$ cat config.mk
export PLATFORM = sky130hd
export DESIGN_NAME = kpn_mac_process_flat
export DESIGN_NICKNAME = d
export VERILOG_FILES = /design/src/rtl/kpn_pkg.sv /design/src/rtl/kpn_mac_process_if.sv /design/src/rtl/kpn_mul_pipe.sv /design/src/rtl/kpn_mac_process.sv /design/src/flat_wrapper.sv
export SDC_FILE = /design/constraint.sdc
export NUM_CORES = 1
export LEC_CHECK = 0
export ABC_CLOCK_PERIOD_IN_PS = 2320
export CAP_MARGIN = 20
export CELL_PAD_IN_SITES_DETAIL_PLACEMENT = 0
export CELL_PAD_IN_SITES_GLOBAL_PLACEMENT = 1
export CORE_ASPECT_RATIO = 0.7
export CORE_UTILIZATION = 44
export CTS_BUF_LIST = sky130_fd_sc_hd__clkbuf_16
export DETAILED_ROUTE_END_ITERATION = 10
export PLACE_DENSITY_LB_ADDON = 0.05
export SLEW_MARGIN = 10
export SYNTH_ARGS = -nofsm -noshare
export SYNTH_HDL_FRONTEND = slang
export SYNTH_HIERARCHICAL = 1
export SYNTH_SLANG_ARGS = --single-unit
$ cat constraint.sdc
create_clock -name clk -period 2.32 [get_ports clk]
set_clock_uncertainty 0.2 [all_clocks]
set_input_delay 0.348 -clock clk [delete_from_list [all_inputs] [get_ports clk]]
set_output_delay 0.348 -clock clk [all_outputs]
set_load 0.005 [all_outputs]
$ cat src/rtl/kpn_pkg.sv
// Shared types and elaboration helpers for the KPN multiply/accumulate process node.
package kpn_pkg;

  typedef enum logic [1:0] {
    IDLE  = 2'd0,
    MUL   = 2'd1,
    WRITE = 2'd2
  } state_e;

  // Ceiling log2; clog2(1) = 0 so a plain-product node adds no guard bits.
  function automatic int clog2(input int value);
    int r;
    r = 0;
    for (int i = 0; i < 31; i++) begin
      if ((1 << i) < value) r = i + 1;
    end
    return r;
  endfunction

  function automatic int out_w(input int data_w, input int acc_len);
    return 2 * data_w + clog2(acc_len);
  endfunction

endpackage

$ cat src/rtl/kpn_mac_process_if.sv
// Channel bundle for the MAC node: two FWFT input FIFOs, one output FIFO, status.
interface kpn_mac_process_if
  import kpn_pkg::*;
#(
  parameter int DATA_W = 16,
  parameter int OUT_W  = 32
);
  // Inputs: entry_N is valid while empty_N=0 and is consumed by rd_N in that cycle.
  // Output: output_1 is accepted on any cycle with wr=1, and wr only rises while full_o=0.
  logic [DATA_W-1:0] entry_1;
  logic              empty_1;
  logic              rd_1;
  logic [DATA_W-1:0] entry_2;
  logic              empty_2;
  logic              rd_2;
  logic [OUT_W-1:0]  output_1;
  logic              full_o;
  logic              wr;
  logic              busy;
  state_e            dbg_state;

  modport slave (
    input  entry_1, empty_1, entry_2, empty_2, full_o,
    output rd_1, rd_2, output_1, wr, busy, dbg_state
  );

  modport master (
    output entry_1, empty_1, entry_2, empty_2, full_o,
    input  rd_1, rd_2, output_1, wr, busy, dbg_state
  );

endinterface

$ cat src/rtl/kpn_mul_pipe.sv
// Registered multiplier: product captured on valid_i, delivered MUL_LAT cycles later.
module kpn_mul_pipe
  import kpn_pkg::*;
#(
  parameter int DATA_W  = 16,
  parameter int SIGNED  = 0,
  parameter int MUL_LAT = 2
) (
  input  logic                  clk,
  input  logic                  rst_n,
  input  logic                  valid_i,
  input  logic [DATA_W-1:0]     a_i,
  input  logic [DATA_W-1:0]     b_i,
  output logic                  valid_o,
  output logic [2*DATA_W-1:0]   prod_o
);

  localparam int PW = 2 * DATA_W;

  logic [PW-1:0]      a_ext;
  logic [PW-1:0]      b_ext;
  logic [PW-1:0]      prod_raw;
  logic [PW-1:0]      pipe_q [MUL_LAT];
  logic [MUL_LAT-1:0] vld_q;

  // Low PW bits of the extended product are exact for both signednesses.
  always_comb begin
    if (SIGNED != 0) begin
      a_ext = {{DATA_W{a_i[DATA_W-1]}}, a_i};
      b_ext = {{DATA_W{b_i[DATA_W-1]}}, b_i};
    end else begin
      a_ext = {{DATA_W{1'b0}}, a_i};
      b_ext = {{DATA_W{1'b0}}, b_i};
    end
    prod_raw = a_ext * b_ext;
  end

  always_ff @(posedge clk or negedge rst_n) begin
    if (!rst_n) begin
      vld_q <= '0;
      for (int i = 0; i < MUL_LAT; i++) pipe_q[i] <= '0;
    end else begin
      vld_q[0] <= valid_i;
      if (valid_i) pipe_q[0] <= prod_raw;
      for (int i = 1; i < MUL_LAT; i++) begin
        vld_q[i]  <= vld_q[i-1];
        pipe_q[i] <= pipe_q[i-1];
      end
    end
  end

  assign valid_o = vld_q[MUL_LAT-1];
  assign prod_o  = pipe_q[MUL_LAT-1];

endmodule

$ cat src/rtl/kpn_mac_process.sv
// KPN process node: pops one token pair, multiplies, accumulates ACC_LEN products, pushes one result.
module kpn_mac_process
  import kpn_pkg::*;
#(
  parameter int DATA_W  = 16,
  parameter int SIGNED  = 0,
  parameter int MUL_LAT = 2,
  parameter int ACC_LEN = 1
) (
  input  logic           clk,
  input  logic           reset_n,
  kpn_mac_process_if.slave io
);

  localparam int OUT_W = out_w(DATA_W, ACC_LEN);
  localparam int PW    = 2 * DATA_W;
  localparam int CNT_W = clog2(ACC_LEN) + 1;

  state_e             state_q, state_d;
  logic [OUT_W-1:0]   acc_q, acc_d;
  logic [OUT_W-1:0]   out_q, out_d;
  logic [CNT_W-1:0]   cnt_q, cnt_d;
  logic               pop;
  logic               push;
  logic               mul_vld;
  logic [PW-1:0]      prod;
  logic [OUT_W-1:0]   prod_ext;
  logic [OUT_W-1:0]   acc_sum;

  kpn_mul_pipe #(
    .DATA_W  (DATA_W),
    .SIGNED  (SIGNED),
    .MUL_LAT (MUL_LAT)
  ) u_mul (
    .clk     (clk),
    .rst_n   (reset_n),
    .valid_i (pop),
    .a_i     (io.entry_1),
    .b_i     (io.entry_2),
    .valid_o (mul_vld),
    .prod_o  (prod)
  );

  always_comb begin
    if (SIGNED != 0) prod_ext = OUT_W'($signed(prod));
    else             prod_ext = OUT_W'(prod);
    acc_sum = acc_q + prod_ext;
  end

  always_comb begin
    state_d = state_q;
    acc_d   = acc_q;
    cnt_d   = cnt_q;
    out_d   = out_q;
    pop     = 1'b0;
    push    = 1'b0;
    case (state_q)
      // Both channels pop together or not at all; nothing is popped while reset is held.
      IDLE: begin
        if (reset_n && !io.empty_1 && !io.empty_2) begin
          pop     = 1'b1;
          state_d = MUL;
        end
      end
      MUL: begin
        if (mul_vld) begin
          if (cnt_q == CNT_W'(ACC_LEN - 1)) begin
            out_d   = acc_sum;
            acc_d   = '0;
            cnt_d   = '0;
            state_d = WRITE;
          end else begin
            acc_d   = acc_sum;
            cnt_d   = cnt_q + CNT_W'(1);
            state_d = IDLE;
          end
        end
      end
      WRITE: begin
        push = !io.full_o;
        if (push) state_d = IDLE;
      end
      default: state_d = IDLE;
    endcase
  end

  always_ff @(posedge clk or negedge reset_n) begin
    if (!reset_n) begin
      state_q <= IDLE;
      acc_q   <= '0;
      cnt_q   <= '0;
      out_q   <= '0;
    end else begin
      state_q <= state_d;
      acc_q   <= acc_d;
      cnt_q   <= cnt_d;
      out_q   <= out_d;
    end
  end

  assign io.rd_1      = pop;
  assign io.rd_2      = pop;
  assign io.wr        = push;
  assign io.output_1  = out_q;
  assign io.busy      = (state_q != IDLE) || (cnt_q != '0);
  assign io.dbg_state = state_q;

endmodule

$ cat src/flat_wrapper.sv
// flat-port wrapper written by rule: the top's interface ports become plain ports
module kpn_mac_process_flat import kpn_pkg::*;
#(
  parameter int DATA_W  = 16,
  parameter int SIGNED  = 0,
  parameter int MUL_LAT = 2,
  parameter int ACC_LEN = 1
)
  (clk, reset_n, io_entry_1, io_empty_1, io_entry_2, io_empty_2, io_full_o, io_rd_1, io_rd_2, io_output_1, io_wr, io_busy, io_dbg_state);
  kpn_mac_process_if #(.DATA_W(DATA_W), .OUT_W(32)) io_i ();
  input  logic clk;
  input  logic reset_n;
  input wire logic [$bits(io_i.entry_1)-1:0] io_entry_1;
  input wire logic [$bits(io_i.empty_1)-1:0] io_empty_1;
  input wire logic [$bits(io_i.entry_2)-1:0] io_entry_2;
  input wire logic [$bits(io_i.empty_2)-1:0] io_empty_2;
  input wire logic [$bits(io_i.full_o)-1:0] io_full_o;
  output wire logic [$bits(io_i.rd_1)-1:0] io_rd_1;
  output wire logic [$bits(io_i.rd_2)-1:0] io_rd_2;
  output wire logic [$bits(io_i.output_1)-1:0] io_output_1;
  output wire logic [$bits(io_i.wr)-1:0] io_wr;
  output wire logic [$bits(io_i.busy)-1:0] io_busy;
  output wire logic [$bits(io_i.dbg_state)-1:0] io_dbg_state;
  assign io_i.entry_1 = io_entry_1;
  assign io_i.empty_1 = io_empty_1;
  assign io_i.entry_2 = io_entry_2;
  assign io_i.empty_2 = io_empty_2;
  assign io_i.full_o = io_full_o;
  assign io_rd_1 = io_i.rd_1;
  assign io_rd_2 = io_i.rd_2;
  assign io_output_1 = io_i.output_1;
  assign io_wr = io_i.wr;
  assign io_busy = io_i.busy;
  assign io_dbg_state = io_i.dbg_state;
  kpn_mac_process #(.DATA_W(DATA_W), .SIGNED(SIGNED), .MUL_LAT(MUL_LAT), .ACC_LEN(ACC_LEN)) u_core (.clk(clk), .reset_n(reset_n), .io(io_i));
endmodule
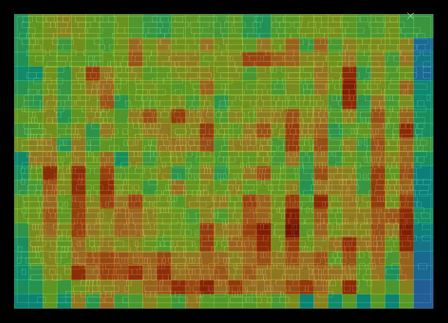
(images/congestion_map.png)
GR Layer Usage met3: 4.464%
routing usage on met1: 32.02%
routed length per placed instance: 16.37 um
GRT Util Overall: 22.38%

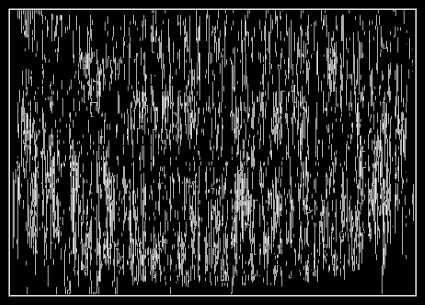
(images/m2.png)
(2 px per um)
1600 nets have wire on it. The layer holds 46% of the routed length. The longest straight run is 52.0 um.

==> ds_physical_params.txt <==
Summary of implementation characteristics

Parameter                              Value

Cells and area
  Number of inserted filler cells in the final layout    around 2400
  Layout cell share with drive strength beyond 1    40.13%
  Final core utilization    61.38%
  Area of all placed cells without fillers    17040 um2

Placement
  Post-Place Cell Area    14990 um2
  I/O Buffers    74

Critical path
  List of cells traversed by the critical path    buf_12, buf_16, buf_6, nand2_4, fa_1, inv_1, fa_1, inv_1, fa_1, inv_2, fa_1, fa_1, inv_1, fa_1, inv_2, ha_4, a21o_1, a21oi_2, o21ai_4, a221oi_4, buf_4, o21bai_1, xor2_1, mux2_4
  Delay contributed by the slowest stage of the critical path    around 530 ps
  Dominant delay contributor by cell family on the critical path    adder cells
  Data arrival at the endpoint of the critical path    5640 ps
  Maximum net fanout on the critical path    3
  Crit Path Category    in2reg
  Sort of element at the start of the critical path    primary input

Final timing
  Final TNS setup    -80460 ps
  Post-route minimum period    5621 ps
  Setup slack after layout    -3301 ps
  Timing-limited maximum frequency    177.9 MHz
  Final Setup Violations    29

Floorplan
  Core utilization at floorplan    ~45%
  Area of the die    about 29000 um2

Synthesis
  Synthesized area per cell    about 10 um2
  Flops out of synthesis    100
  Count of library flops with an enable pin    0
  Gate Count Post-Synth    1221
  Yosys cell types    61
  Number of warnings issued by yosys    6

Route
  Average vias per placed instance    slightly below 5
  Post-route ant nets    0
  Drt pass-1 iters    7
  Remaining routing DRC violations    4
  Count of vias placed by the detailed router    8964
  Number of DRC markers in iteration 0    ~330
  Total Routed Length    30390 um

Min path
  Type of the most critical hold path    reg2reg

Outcome
  Run status    finished, violations left
  Violations in the final reports    design-rule violations, negative setup slack

Global routing
  Remaining global-route overflow    0

Flow run
  Tool warning count    32

Clock tree
  Number of buffers inserted during clock tree synthesis    9
  Insertion delay to the later sink of the worst-skew pair    330 ps
repair_timing:
| item | 4_1_cts | 5_1_grt |
|---|---|---|
| hold endpoints to repair | 100 | 0 |
| gates cloned | 4 | 0 |
| endpoints found under the setup margin | 32 | 31 |
| hold buffers | 1 | 0 |
| resized | 312 | 140 |
| setup buffers | 73 | 26 |
| pin swaps | 124 | 109 |
path summary, 6_finish.rpt:
kind	startpoint	end	slack (ps)	cells after the start
max	io_entry_1[7]	u_core/u_mul/pipe_q[55]	-3300	24
min	u_core/u_mul/vld_q[0]	u_core/u_mul/vld_q[1]	150	0
max reg2reg	u_core/io.dbg_state[0]	u_core/u_mul/pipe_q[63]	250	7
min reg2reg	u_core/u_mul/vld_q[0]	u_core/u_mul/vld_q[1]	150	0
max in group asynchronous	reset_n	u_core/io.output_1[28]	970	3
min in group asynchronous	reset_n	u_core/io.output_1[2]	530	3
metal layers:
metal	track usage [%]	vias up	routed length, um
met3	4.464	12	1837
met2	36.82	144	14120
met4	1.227	0	121
met1	32.02	4562	14310
met5	0	-	0
li1	-	4246	-
placed cells by master (no fill, tap or decap), types with 40 or more instances in the layout:
cell type                         Yosys  final
sky130_fd_sc_hd__and2_1             122     87
sky130_fd_sc_hd__inv_2                0     42
sky130_fd_sc_hd__ha_1               104     69
sky130_fd_sc_hd__inv_1              227    186
sky130_fd_sc_hd__fa_1               194    176
sky130_fd_sc_hd__mux2_4              29     45
sky130_fd_sc_hd__buf_6                3     85
sky130_fd_sc_hd__nand2_1            149    116
sky130_fd_sc_hd__buf_4               34    163
sky130_fd_sc_hd__clkdlybuf4s50_1      0     40
sky130_fd_sc_hd__dfrtp_1            100    100
per-stage QoR:
stage	worst slack (ps)	hold WS [ps]
final	-3301	153.3
after global routing	-3455	182.0
after CTS	-3392	154.1
after detailed placement	-4108	143.5
after global placement	-4072	138.2
after floorplan	-3335	-147.6
sequential cells by signal, indices dropped and copies added (netlist names):
signal,count
u_core/io.dbg_state,2
u_core/io.output_1,32
u_core/u_mul/pipe_q,32
u_core/u_mul/prod_o,32
u_core/u_mul/vld_q,2
cell families after synthesis:
group	synth area share (%)
and+or+nand+nor	13.61
buffers and inverters	11.18
xor gates and xnor gates	1.907
AOI/OAI and AO/OA	5.247
muxes	6.054
adders and majority gates	41.82
DFF	20.18
area by class of cell:
type / instances / area [um2] / share of cell area [%]
Clock inverter: 7 / 51.30 / 0.3011
Inverter: 227 / 852.1 / 5.001
Clock buffer: 9 / 225.2 / 1.322
Sequential cell: 100 / 2502 / 14.69
Timing Repair Buffer: 333 / 3246 / 19.05
Tap cell: 371 / 464.2 / 2.724
Multi-Input combinational cell: 809 / 9696 / 56.90
Antenna cell: 1 / 2.502 / 0.01469
